**src/rtl/lector_instrucciones_pkg.sv**
```systemverilog
// lector_instrucciones_pkg: shared widths and fetch state enumeration
package lector_instrucciones_pkg;
    localparam int ANCHO_DIR  = 14;
    localparam int ANCHO_INST = 32;
    localparam int ANCHO_MEM  = 16;
    typedef enum logic [2:0] {
        REPOSO,
        PEDIR_BAJA,
        ESPERAR_BAJA,
        PEDIR_ALTA,
        ESPERAR_ALTA
    } estado_t;
endpackage

```
**src/rtl/lector_instrucciones_if.sv**
```systemverilog
// lector_instrucciones_if: half-word instruction memory bus
interface lector_instrucciones_if #(
    parameter int ANCHO_DIR = lector_instrucciones_pkg::ANCHO_DIR
);
    logic                                         mem_leer;
    logic [ANCHO_DIR:0]                           mem_direccion;
    logic [lector_instrucciones_pkg::ANCHO_MEM-1:0] mem_dato;
    logic                                         mem_listo;
    modport master (output mem_leer, mem_direccion, input mem_dato, mem_listo);
    modport slave (input mem_leer, mem_direccion, output mem_dato, mem_listo);
endinterface

```
**src/rtl/lector_instrucciones_contador_espera.sv**
```systemverilog
// contador_espera: counts idle wait cycles and flags the cycle that reaches the limit
module contador_espera #(
    parameter int LIMITE = 255
) (
    input  logic clk,
    input  logic reset,
    input  logic limpiar,
    input  logic habilitar,
    output logic limite_alcanzado
);
    localparam int ANCHO = $clog2(LIMITE + 1);
    logic [ANCHO-1:0] cuenta;
    always_ff @(posedge clk or negedge reset)
        if (!reset) cuenta <= '0;
        else if (limpiar) cuenta <= '0;
        else if (habilitar) cuenta <= cuenta + 1'b1;
    // flagged while the current empty cycle is the LIMITE-th one
    assign limite_alcanzado = habilitar && (cuenta == ANCHO'(LIMITE - 1));
endmodule

```
**src/rtl/lector_instrucciones.sv**
```systemverilog
// lector_instrucciones: fetches a 32-bit instruction as two 16-bit half-words,
// with per-half timeout and synchronous abort
module lector_instrucciones #(
    parameter int LIMITE_ESPERA = 255,
    parameter int ANCHO_DIR     = lector_instrucciones_pkg::ANCHO_DIR
) (
    input  logic                                          clk,
    input  logic                                          reset,
    input  logic                                          leer,
    input  logic [ANCHO_DIR-1:0]                          direccion,
    input  logic                                          abortar,
    lector_instrucciones_if.master                        mem,
    output logic [lector_instrucciones_pkg::ANCHO_INST-1:0] instruccion,
    output logic                                          lectura_completada,
    output logic                                          error_lectura,
    output logic                                          ocupado
);
    import lector_instrucciones_pkg::*;
    estado_t estado, siguiente;
    logic [ANCHO_DIR-1:0] dir;
    logic [ANCHO_MEM-1:0] baja;
    logic esperando, limite, cargar, capturar, completar, fallo;

    assign esperando = (estado == ESPERAR_BAJA) || (estado == ESPERAR_ALTA);
    assign ocupado = estado != REPOSO;
    assign mem.mem_leer = (estado == PEDIR_BAJA) || (estado == PEDIR_ALTA);

    contador_espera #(.LIMITE(LIMITE_ESPERA)) u_contador (
        .clk              (clk),
        .reset            (reset),
        .limpiar          (!esperando),
        .habilitar        (esperando && !mem.mem_listo),
        .limite_alcanzado (limite)
    );

    always_ff @(posedge clk or negedge reset)
        if (!reset) estado <= REPOSO;
        else estado <= siguiente;

    always_comb begin
        siguiente = estado;
        cargar = 1'b0;
        capturar = 1'b0;
        completar = 1'b0;
        fallo = 1'b0;
        case (estado)
            REPOSO: begin
                cargar = leer;
                siguiente = leer ? PEDIR_BAJA : REPOSO;
            end
            PEDIR_BAJA: siguiente = ESPERAR_BAJA;
            ESPERAR_BAJA: begin
                capturar = mem.mem_listo;
                fallo = limite;
                siguiente = mem.mem_listo ? PEDIR_ALTA : (limite ? REPOSO : ESPERAR_BAJA);
            end
            PEDIR_ALTA: siguiente = ESPERAR_ALTA;
            ESPERAR_ALTA: begin
                completar = mem.mem_listo;
                fallo = limite;
                siguiente = (mem.mem_listo || limite) ? REPOSO : ESPERAR_ALTA;
            end
            default: siguiente = REPOSO;
        endcase
        if (abortar) begin
            siguiente = REPOSO;
            cargar = 1'b0;
            capturar = 1'b0;
            completar = 1'b0;
            fallo = 1'b0;
        end
    end

    // mem_direccion is loaded one edge ahead of each request so it holds between strobes
    always_ff @(posedge clk or negedge reset)
        if (!reset) begin
            dir <= '0;
            baja <= '0;
            instruccion <= '0;
            mem.mem_direccion <= '0;
            lectura_completada <= 1'b0;
            error_lectura <= 1'b0;
        end else begin
            lectura_completada <= completar;
            error_lectura <= fallo;
            if (cargar) begin
                dir <= direccion;
                mem.mem_direccion <= {direccion, 1'b0};
            end
            if (capturar) begin
                baja <= mem.mem_dato;
                mem.mem_direccion <= {dir, 1'b1};
            end
            if (completar) instruccion <= {mem.mem_dato, baja};
        end
endmodule

```
**src/flat_wrapper.sv**
```systemverilog
// flat-port wrapper written by rule: the top's interface ports become plain ports
module lector_instrucciones_flat import lector_instrucciones_pkg::*;
#(
    parameter int LIMITE_ESPERA = 255,
    parameter int ANCHO_DIR     = lector_instrucciones_pkg::ANCHO_DIR
)
  (clk, reset, leer, direccion, abortar, instruccion, lectura_completada, error_lectura, ocupado, mem_mem_leer, mem_mem_direccion, mem_mem_dato, mem_mem_listo);
  lector_instrucciones_if #(.ANCHO_DIR(ANCHO_DIR)) mem_i ();
  input  logic clk;
  input  logic reset;
  input  logic leer;
  input  logic [ANCHO_DIR-1:0] direccion;
  input  logic abortar;
  output logic [lector_instrucciones_pkg::ANCHO_INST-1:0] instruccion;
  output logic lectura_completada;
  output logic error_lectura;
  output logic ocupado;
  output wire logic [$bits(mem_i.mem_leer)-1:0] mem_mem_leer;
  output wire logic [$bits(mem_i.mem_direccion)-1:0] mem_mem_direccion;
  input wire logic [$bits(mem_i.mem_dato)-1:0] mem_mem_dato;
  input wire logic [$bits(mem_i.mem_listo)-1:0] mem_mem_listo;
  assign mem_mem_leer = mem_i.mem_leer;
  assign mem_mem_direccion = mem_i.mem_direccion;
  assign mem_i.mem_dato = mem_mem_dato;
  assign mem_i.mem_listo = mem_mem_listo;
  lector_instrucciones #(.LIMITE_ESPERA(LIMITE_ESPERA), .ANCHO_DIR(ANCHO_DIR)) u_core (.clk(clk), .reset(reset), .leer(leer), .direccion(direccion), .abortar(abortar), .mem(mem_i), .instruccion(instruccion), .lectura_completada(lectura_completada), .error_lectura(error_lectura), .ocupado(ocupado));
endmodule
```
**config.mk**
```make
export PLATFORM = sky130hd
export DESIGN_NAME = lector_instrucciones_flat
export DESIGN_NICKNAME = d
export VERILOG_FILES = /design/src/rtl/lector_instrucciones_pkg.sv /design/src/rtl/lector_instrucciones_if.sv /design/src/rtl/lector_instrucciones_contador_espera.sv /design/src/rtl/lector_instrucciones.sv /design/src/flat_wrapper.sv
export SDC_FILE = /design/constraint.sdc
export NUM_CORES = 1
export LEC_CHECK = 0
export ABC_CLOCK_PERIOD_IN_PS = 2100
export CAP_MARGIN = 15
export CORE_ASPECT_RATIO = 1.4
export CORE_MARGIN = 8
export CORE_UTILIZATION = 50
export DETAILED_ROUTE_END_ITERATION = 10
export GPL_TIMING_DRIVEN = 0
export PLACE_DENSITY = 0.82
export SYNTH_ARGS = -nofsm -noshare
export SYNTH_HDL_FRONTEND = slang
export SYNTH_SLANG_ARGS = --single-unit
```
**constraint.sdc**
```tcl
create_clock -name clk -period 2.1 [get_ports clk]
set_input_delay 0.525 -clock clk [delete_from_list [all_inputs] [get_ports clk]]
set_output_delay 0.525 -clock clk [all_outputs]
set_load 0.005 [all_outputs]
```
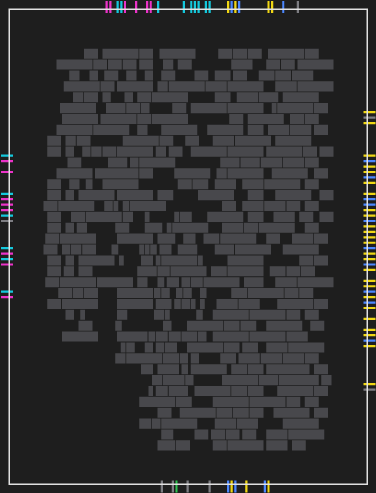
**Above:** pin placement.
(4 px per um) Pins as bars across the die edge, other pins in grey.
- magenta: direccion (pins 14; direction input; edge 8 left, 6 top)
- blue: mem_mem_dato (pins 16; direction input; edge 10 right, 3 bottom, 3 top)
- yellow: instruccion (pins 32; direction output; edge 25 right, 4 top, 3 bottom)
- green: ocupado (pins 1; direction output; edge bottom)
- cyan: mem_mem_direccion (pins 15; direction output; edge 9 top, 6 left)
- all pins by edge: 37 right, 23 top, 15 left, 11 bottom

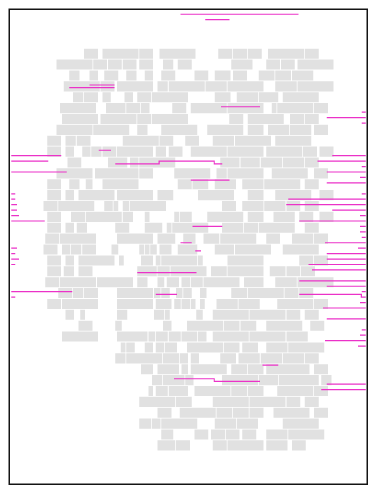
**Above:** the metal 3 layer.
(4 px per um)
- share of all routed wire: 6.1%
- main direction: horizontal

## power by group through the flow
stage	logic [uW]	clock network [uW]	registers (uW)
6_report	878	1340	2240
5_1_grt	955	1450	2280
4_1_cts	897	1370	2240
3_5_place_dp	889	0	2280
3_3_place_gp	849	0	2250
2_1_floorplan	399	0	2240
## logic make-up after synthesis
logic type	count (synthesis)	synth area share
flip-flops	90	0.602
AND-OR/OR-AND	40	0.0839
AND/OR/NAND/NOR	49	0.0873
adder cells (fa/ha/maj)	2	0.00669
buffers and inverters	18	0.0351
multiplexers	48	0.174
XOR/XNOR	5	0.0117
## layer usage
layer,up-vias,global-route usage
met5,-,0
met4,0,0.0690
met3,10,0.0451
met2,75,0.266
met1,1220,0.206
li1,1104,-
## worst max-delay path by stage
stage / slack (ns) / to / startpoint
3_5_place_dp: -0.27 / u_core.mem.mem_direccion[9] / abortar
4_1_cts: 0.009 / mem_mem_leer / u_core.estado[0]
3_3_place_gp: -2.63 / u_core.dir[11] / reset
5_1_grt: 0.006 / ocupado / u_core.estado[2]
2_1_floorplan: 0.54 / u_core.instruccion[10] / abortar
6_report: 0.09 / ocupado / u_core.estado[2]
## stage by stage
stage / utilization / hold slack [ns]
after CTS: 0.681 / 0.173
after floorplan: - / 0.229
final: 0.683 / 0.168
after detailed placement: 0.648 / 0.465
after global routing: 0.683 / 0.194
after global placement: 0.645 / 0.458
## sequential cells by signal (all words and copies together) (netlist names)
signal / count
u_core.lectura_completada: 1
u_core.error_lectura: 1
u_core.u_contador.cuenta: 8
u_core.mem.mem_direccion: 15
u_core.estado: 3
u_core.instruccion: 32
u_core.dir: 14
u_core.baja: 16
## worst reg2reg max path: stages, from the launching register on
cell     delay [ns]
dfrtp_1        0.38
buf_6          0.14
nor4_4         0.40
nand2_1        0.23
buf_2          0.25
a21o_1         0.20
==> results_slide.txt <==
Flow Results at a Glance

Route
  – DRT Wirelength: 8250 um
  – Routed vias: 2409
  – Wl on met1: 3480 um
  – Detailed Route Iter0 Violations: 70
  – DRC violations left: 0
  – Vias per cell: 5.33
  – Routed met2 length: 4120 um
  – WL met3: 499 um
  – TritonRoute pass-1 iters: 4
  – DR top layer: met4

Power and ir drop
  – Reg power frac: 0.503
  – Power, Total: 4460 uW
  – Sw Pwr: 1080 uW
  – Logic pwr share: 0.197
  – Pwr Density: 894 nW/um2
  – Peak VDD IR: 0.586 mV
  – LEAKAGE: 0.00246 uW
  – Clock power frac: 0.301
  – Switching share of power: 0.242

Final layout
  – Bufs w/o clock: 102
  – Flop share of the area: 0.451
  – Storage cell area: 2250 um2
  – Logic Gate Count: 144
  – Top class by area: registers
  – Clkbuf count: 11
  – Most used logic cell in the final layout: dfrtp_1
  – Layout cells sized above 1: 0.239
  – Clock-cell share: 0.0471
  – Total Nets Final: 387
  – Seq Cell Count: 90
  – Final instance area: 4990 um2
  – Inverters: 3
  – Logic area: 1360 um2
  – Logic share of the area: 0.273
  – # fillers: 542
  – NonClk Buf Share: 0.203
  – Non-Filler Instances: 452
  – Ant diodes: 0

Final timing
  – Layout Skew: 0.00723 ns
  – Final Hold Viols: 0
  – PnR worst setup slack: 0.0909 ns
  – Period minus WS final: 2.01 ns
  – Unrepaired setup endpoints after global routing: no
  – Achievable Freq: 498 MHz
  – Worst-margin pin slew: 0.587 ns
  – Final setup viols: 0
  – Final period utilization: 0.957
  – Setup TNS Final: 0 ns

Critical path
  – Setup slack on the worst flop-to-flop path: 0.41 ns
  – Worst reg2reg startpoint: u_core.estado[2]
  – Worst Path Class, Setup: flip-flop to output port
  – Buffer and inverter count on the worst path: 2
  – CP Cell Sequence: buf_6 > or3_1 > dlygate4sd2_1
  – Reg2reg end: u_core.dir[13]
  – Crit Path Max Fanout: 8
  – Max stage delay cell, worst path: dfrtp_1
  – Worst endpoint required time: 1.57 ns
  – Crit. End Element: output port
  – Crit-path leading delay family: buffers and inverters
  – Largest stage delay on the critical path: 0.38 ns
  – R2r worst-path depth: 5
  – Worst Path Arrival: 1.48 ns

Yosys
  – Mapped cell area: 3740 um2
  – Distinct lib cells: 35
  – Synth top cell by count: dfrtp_1
  – Top post-synthesis cells by count: 90 x dfrtp_1, 29 x mux2_4, 18 x mux2_2, 15 x a21o_1
  – # Cells Yosys: 252
  – Asr flop ratio synth: 1.00
  – Yosys Chip Area: 3740 um2
  – Cell taking the most area after synthesis: dfrtp_1
  – Synth Seq Share: 0.602
  – Syn_nets: 289
  – YS warnings: 0
  – Ys flop type: dfrtp_1
  – Top cell area share: 0.602
  – Registers, synthesis: 90
  – Number of enable flip-flop cells: 0

Die
  – Die Area: 10500 um2
  – Starting density of the core: 0.512
  – Placeable Area: 7310 um2
  – Die height: 118 um
  – Die width: 89.1 um
  – Core Rows: 37
  – # IOs: 86

Clock tree
  – H-tree levels: 3
  – Worst skew pair latency: 0.36 ns
  – TritonCTS buffer count: 9
  – CTS Sinks: 90
  – Max clock buf depth: 2
  – CTS tree: yes
  – CTS Hold Bufs: 0
  – Post_cts resized: 1
  – Post-CTS setup buffer count: 1
  – Clock Tree Root: clkbuf_8
  – Worst-path clk slew: 0.08 ns

Run status
  – Status: finished clean

Min path
  – Min-Delay Path Class: input port to asynchronous set/reset pin

Placed design
  – Dpl cell area: 4740 um2
  – Port Buf Inserts: 85
  – Dpl hpwl: 6040 um
  – Placement-stage worst setup slack: -0.275 ns
  – Placer Congestion: 0.768
  – Placed insts: 435

GRT
  – Initial antenna violation count: 0
  – Vias in the first global route: 2638
  – First-pass GRT wire length: 13600 um
  – Largest net degree at the start of global routing: 47

Run
  – Max-cap violations: 0
  – Count of tool warnings: 27
Power is estimated from default activity; no workload was simulated.
